### Power grid

Bar = 20 µm. Pins as bars on the die edge. Tap cells in gray.
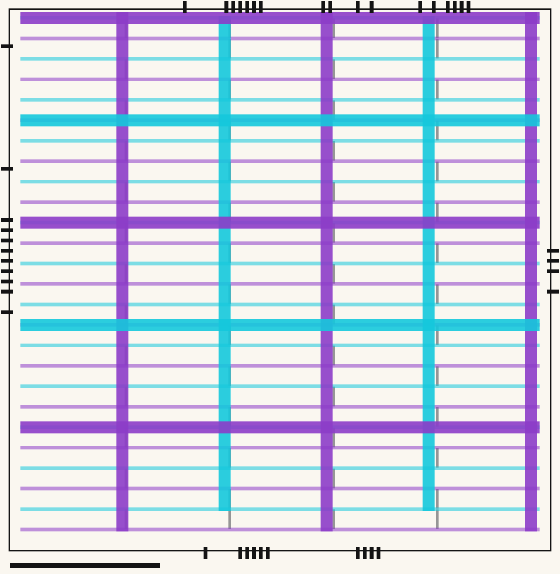
### Placed standard cells

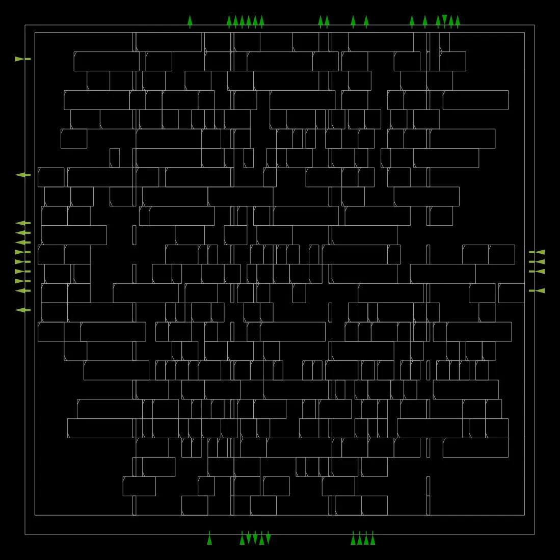
### Cell density map

Bar = 20 µm. The die is cut into 7 by 7 equal tiles; white is low, dark blue is high, 0 to 100% covered.
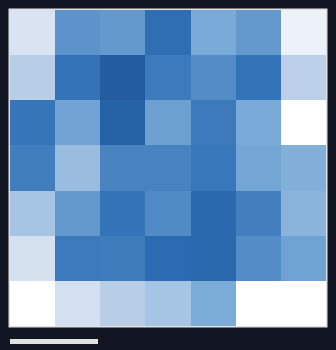
### Sequential cells grouped by signal name

Bar = 20 µm.
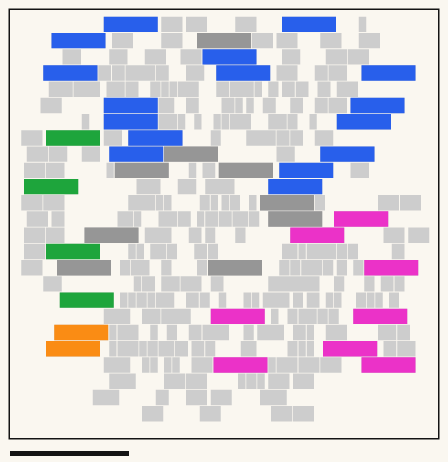
### Nets reached from selected ports

Bar = 20 µm.
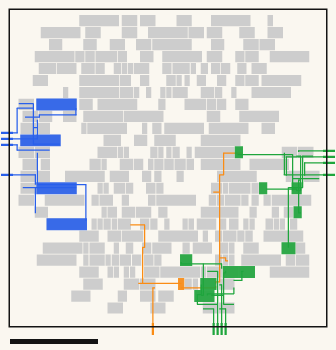
`config.mk`:
```
export PLATFORM = sky130hd
export DESIGN_NAME = port_xfer_ctrl
export DESIGN_NICKNAME = d
export VERILOG_FILES = /design/src/rtl/port_xfer_ctrl.sv
export SDC_FILE = /design/constraint.sdc
export NUM_CORES = 1
export LEC_CHECK = 0
export CAP_MARGIN = 20
export CORE_UTILIZATION = 45
export CTS_CLUSTER_DIAMETER = 200
export CTS_CLUSTER_SIZE = 20
export DETAILED_ROUTE_END_ITERATION = 16
export PLACE_DENSITY = 0.74
export RECOVER_POWER = 100
export SLEW_MARGIN = 25
export SYNTH_ARGS = -nofsm -noshare
export SYNTH_HDL_FRONTEND = slang
export SYNTH_SLANG_ARGS = --single-unit
```
`constraint.sdc`:
```
create_clock -name clk -period 4.57 [get_ports clk]
set_input_delay 1.371 -clock clk [delete_from_list [all_inputs] [get_ports clk]]
set_output_delay 1.371 -clock clk [all_outputs]
set_load 0.02 [all_outputs]
```
`src/rtl/port_xfer_ctrl.sv`:
```
`default_nettype none
// ============================================================================
// Module      : port_xfer_ctrl
// Description : Per-input-port packet sequencer. Latches a header, holds a
//               one-hot request to the switch arbiter for the whole packet,
//               gates payload beats with grant, and drops empty/timed-out packets.
// Revision    : 1.0 - initial release
// ============================================================================
module port_xfer_ctrl #(
    parameter int DST_SIZE = 4,
    parameter int LEN_W    = 8,
    parameter int TIMEOUT  = 255,
    parameter int CNT_W    = 16
) (
    input  logic                clk,
    input  logic                rst_n,
    input  logic                hdr_valid,
    input  logic [DST_SIZE-1:0] hdr_dst,
    input  logic [LEN_W-1:0]    hdr_len,
    output logic                hdr_ready,
    input  logic                pl_valid,
    output logic                pl_ready,
    output logic [DST_SIZE-1:0] req_dst,
    input  logic                grant,
    output logic                xfer_valid,
    output logic                busy,
    output logic                drop_pulse,
    output logic [CNT_W-1:0]    drop_count
);

    localparam int WAIT_W = (TIMEOUT > 1) ? $clog2(TIMEOUT) : 1;
    localparam logic [WAIT_W-1:0] c_wait_last = WAIT_W'(TIMEOUT - 1);

    localparam logic [1:0] c_st_idle = 2'd0;
    localparam logic [1:0] c_st_req  = 2'd1;
    localparam logic [1:0] c_st_xfer = 2'd2;
    localparam logic [1:0] c_st_drop = 2'd3;

    logic [1:0]          r_state;
    logic [DST_SIZE-1:0] r_req_dst;
    logic [LEN_W-1:0]    r_rem;
    logic [WAIT_W-1:0]   r_wait_cnt;
    logic [CNT_W-1:0]    r_drop_count;
    logic                r_drop_pulse;

    logic w_active;
    logic w_hdr_acc;
    logic w_last;
    logic w_timeout;
    logic w_drop_event;

    always_comb begin
        w_active     = (r_state == c_st_req) || (r_state == c_st_xfer);
        hdr_ready    = (r_state == c_st_idle);
        pl_ready     = (w_active && grant) || (r_state == c_st_drop);
        xfer_valid   = w_active && grant && pl_valid;
        w_hdr_acc    = hdr_valid && (r_state == c_st_idle);
        w_last       = (r_rem == LEN_W'(1));
        w_timeout    = (TIMEOUT != 0) && !grant && (r_wait_cnt == c_wait_last);
        // A zero-length header counts as a drop without ever leaving IDLE.
        w_drop_event = (w_hdr_acc && (hdr_len == '0)) ||
                       ((r_state == c_st_drop) && pl_valid && w_last);
    end

    assign busy       = (r_state != c_st_idle);
    assign req_dst    = r_req_dst;
    assign drop_pulse = r_drop_pulse;
    assign drop_count = r_drop_count;

    always_ff @(posedge clk or negedge rst_n) begin
        if (!rst_n) begin
            r_state      <= c_st_idle;
            r_req_dst    <= '0;
            r_rem        <= '0;
            r_wait_cnt   <= '0;
            r_drop_count <= '0;
            r_drop_pulse <= 1'b0;
        end else begin
            r_drop_pulse <= w_drop_event;
            if (w_drop_event && (r_drop_count != '1)) begin
                r_drop_count <= r_drop_count + CNT_W'(1);
            end

            case (r_state)
                c_st_idle: begin
                    if (w_hdr_acc) begin
                        r_rem      <= hdr_len;
                        r_wait_cnt <= '0;
                        if (hdr_len == '0) begin
                            r_state <= c_st_idle;
                        end else if (hdr_dst == '0) begin
                            r_state <= c_st_drop;
                        end else begin
                            r_state   <= c_st_req;
                            r_req_dst <= hdr_dst;
                        end
                    end
                end
                c_st_req: begin
                    if (grant) begin
                        r_wait_cnt <= '0;
                        if (pl_valid) begin
                            r_rem <= r_rem - LEN_W'(1);
                            if (w_last) begin
                                r_state   <= c_st_idle;
                                r_req_dst <= '0;
                            end else begin
                                r_state <= c_st_xfer;
                            end
                        end
                    end else if (w_timeout) begin
                        r_state    <= c_st_drop;
                        r_req_dst  <= '0;
                        r_wait_cnt <= '0;
                    end else begin
                        r_wait_cnt <= r_wait_cnt + WAIT_W'(1);
                    end
                end
                c_st_xfer: begin
                    // Grant low simply stalls here; no timeout once data has moved.
                    if (xfer_valid) begin
                        r_rem <= r_rem - LEN_W'(1);
                        if (w_last) begin
                            r_state   <= c_st_idle;
                            r_req_dst <= '0;
                        end
                    end
                end
                c_st_drop: begin
                    if (pl_valid) begin
                        r_rem <= r_rem - LEN_W'(1);
                        if (w_last) begin
                            r_state <= c_st_idle;
                        end
                    end
                end
                default: begin
                    r_state   <= c_st_idle;
                    r_req_dst <= '0;
                end
            endcase
        end
    end

endmodule
`default_nettype wire
```
==> changes_impl.md <==
### Physical design

- Status: complete, but fails checks
- Failing checks: max-capacitance violations, max-slew violations
- Drt pass-1 iters: 4
- Layout net count: just under 300
- First-pass GRT wire length: ~8 mm
- Hold Fails Final Rpt: 0
- Vias: approximately 1,900
- Hold Crit Depth: 1
- I/O Buffers: 41
- Logic Gate Count: approximately 170
- Crit path depth: 3
- Hold slack: about 0.5 ns
- Synth area leaders: dfrtp_1 (45%), xnor2_1 (5.2%), ha_1 (5.1%)
- Nature of the critical path startpoint: input pin
- Cells in synth_stat.txt: approximately 220
- Top cells by count: dfrtp_1 (39), nand2_1 (23), nand4_1 (14), nor2_1 (14)
- Hold Crit Class: reg2reg
- Max cap viols: 1
- CTS tree: yes
- Register Area: 976 µm²
- Mapped Nets: about 250
- Clock buffers: 7
- Synth Seq Share: 44.5%
- Fin cells: ~320
- YS chip area: approximately 2200 µm²
- Placed cell count: 314
- Clk tree area frac: between 3 and 4%
- Clock skew: roughly 0.0047 ns
- Initial antenna violation count: 0
- Final count of pins violating max slew: about 40
- CP Class: in2out
- Die X: approximately 72 µm
- Drt wl/cell: about 15 µm
- Worst Path Required: between 3 and 4 ns
- Nonclk buf count: roughly 41
- Unique cell types: roughly 45
-- 'Power grid' (at the start) --
cyan -> VDD
purple -> VSS
met5 straps = 5
rows = 25
met4 straps = 5

-- 'Placed standard cells' (at the start) --
Flops: 39
core area: 4690 µm²
fin util: 57.7%

-- 'Cell density map' (at the start) --
emptiest ninth of the die = bottom left
fullest tile = 82%
tiles over 75% full = 10%
nearly empty tiles = 8.2%
mean over tiles = 51%

-- 'Sequential cells grouped by signal name' (at the start) --
magenta -> r_rem  # sequential cells 8
orange -> r_state  # sequential cells 2
green -> req_dst  # sequential cells 4, where left middle
blue -> drop_count  # sequential cells 16

-- 'Nets reached from selected ports' (at the start) --
blue -> req_dst  # bits 4, direction output, end cells 4, wire 115 µm
green -> hdr_len  # bits 8, direction input, end cells 10, wire 205 µm
orange -> busy  # bits 1, direction output, end cells 1, wire 83.0 µm

worst register-to-register path: cells and delay by family (launching register included):
kind	cells	cell delay [ns]
AND/OR/NAND/NOR	2	0.51
AND-OR/OR-AND	1	0.92
flip-flops	1	0.40
buffers and inverters	1	0.10
XOR/XNOR	1	0.19
adder cells (fa/ha/maj)	1	0.64
kinds of logic after synthesis:
| family | Yosys count | synth area share (%) |
|---|---|---|
| compound gates | 47 | 14.1 |
| xor+xnor | 15 | 6.00 |
| fa+ha+maj | 9 | 5.14 |
| buf+inv | 15 | 3.03 |
| flops | 39 | 44.5 |
| mux | 8 | 3.83 |
| simple gates | 91 | 23.4 |
sequential cells by signal, indices dropped and copies added (netlist names):
register	flops
r_wait_cnt	8
r_rem	8
req_dst	4
drop_pulse	1
r_state	2
drop_count	16
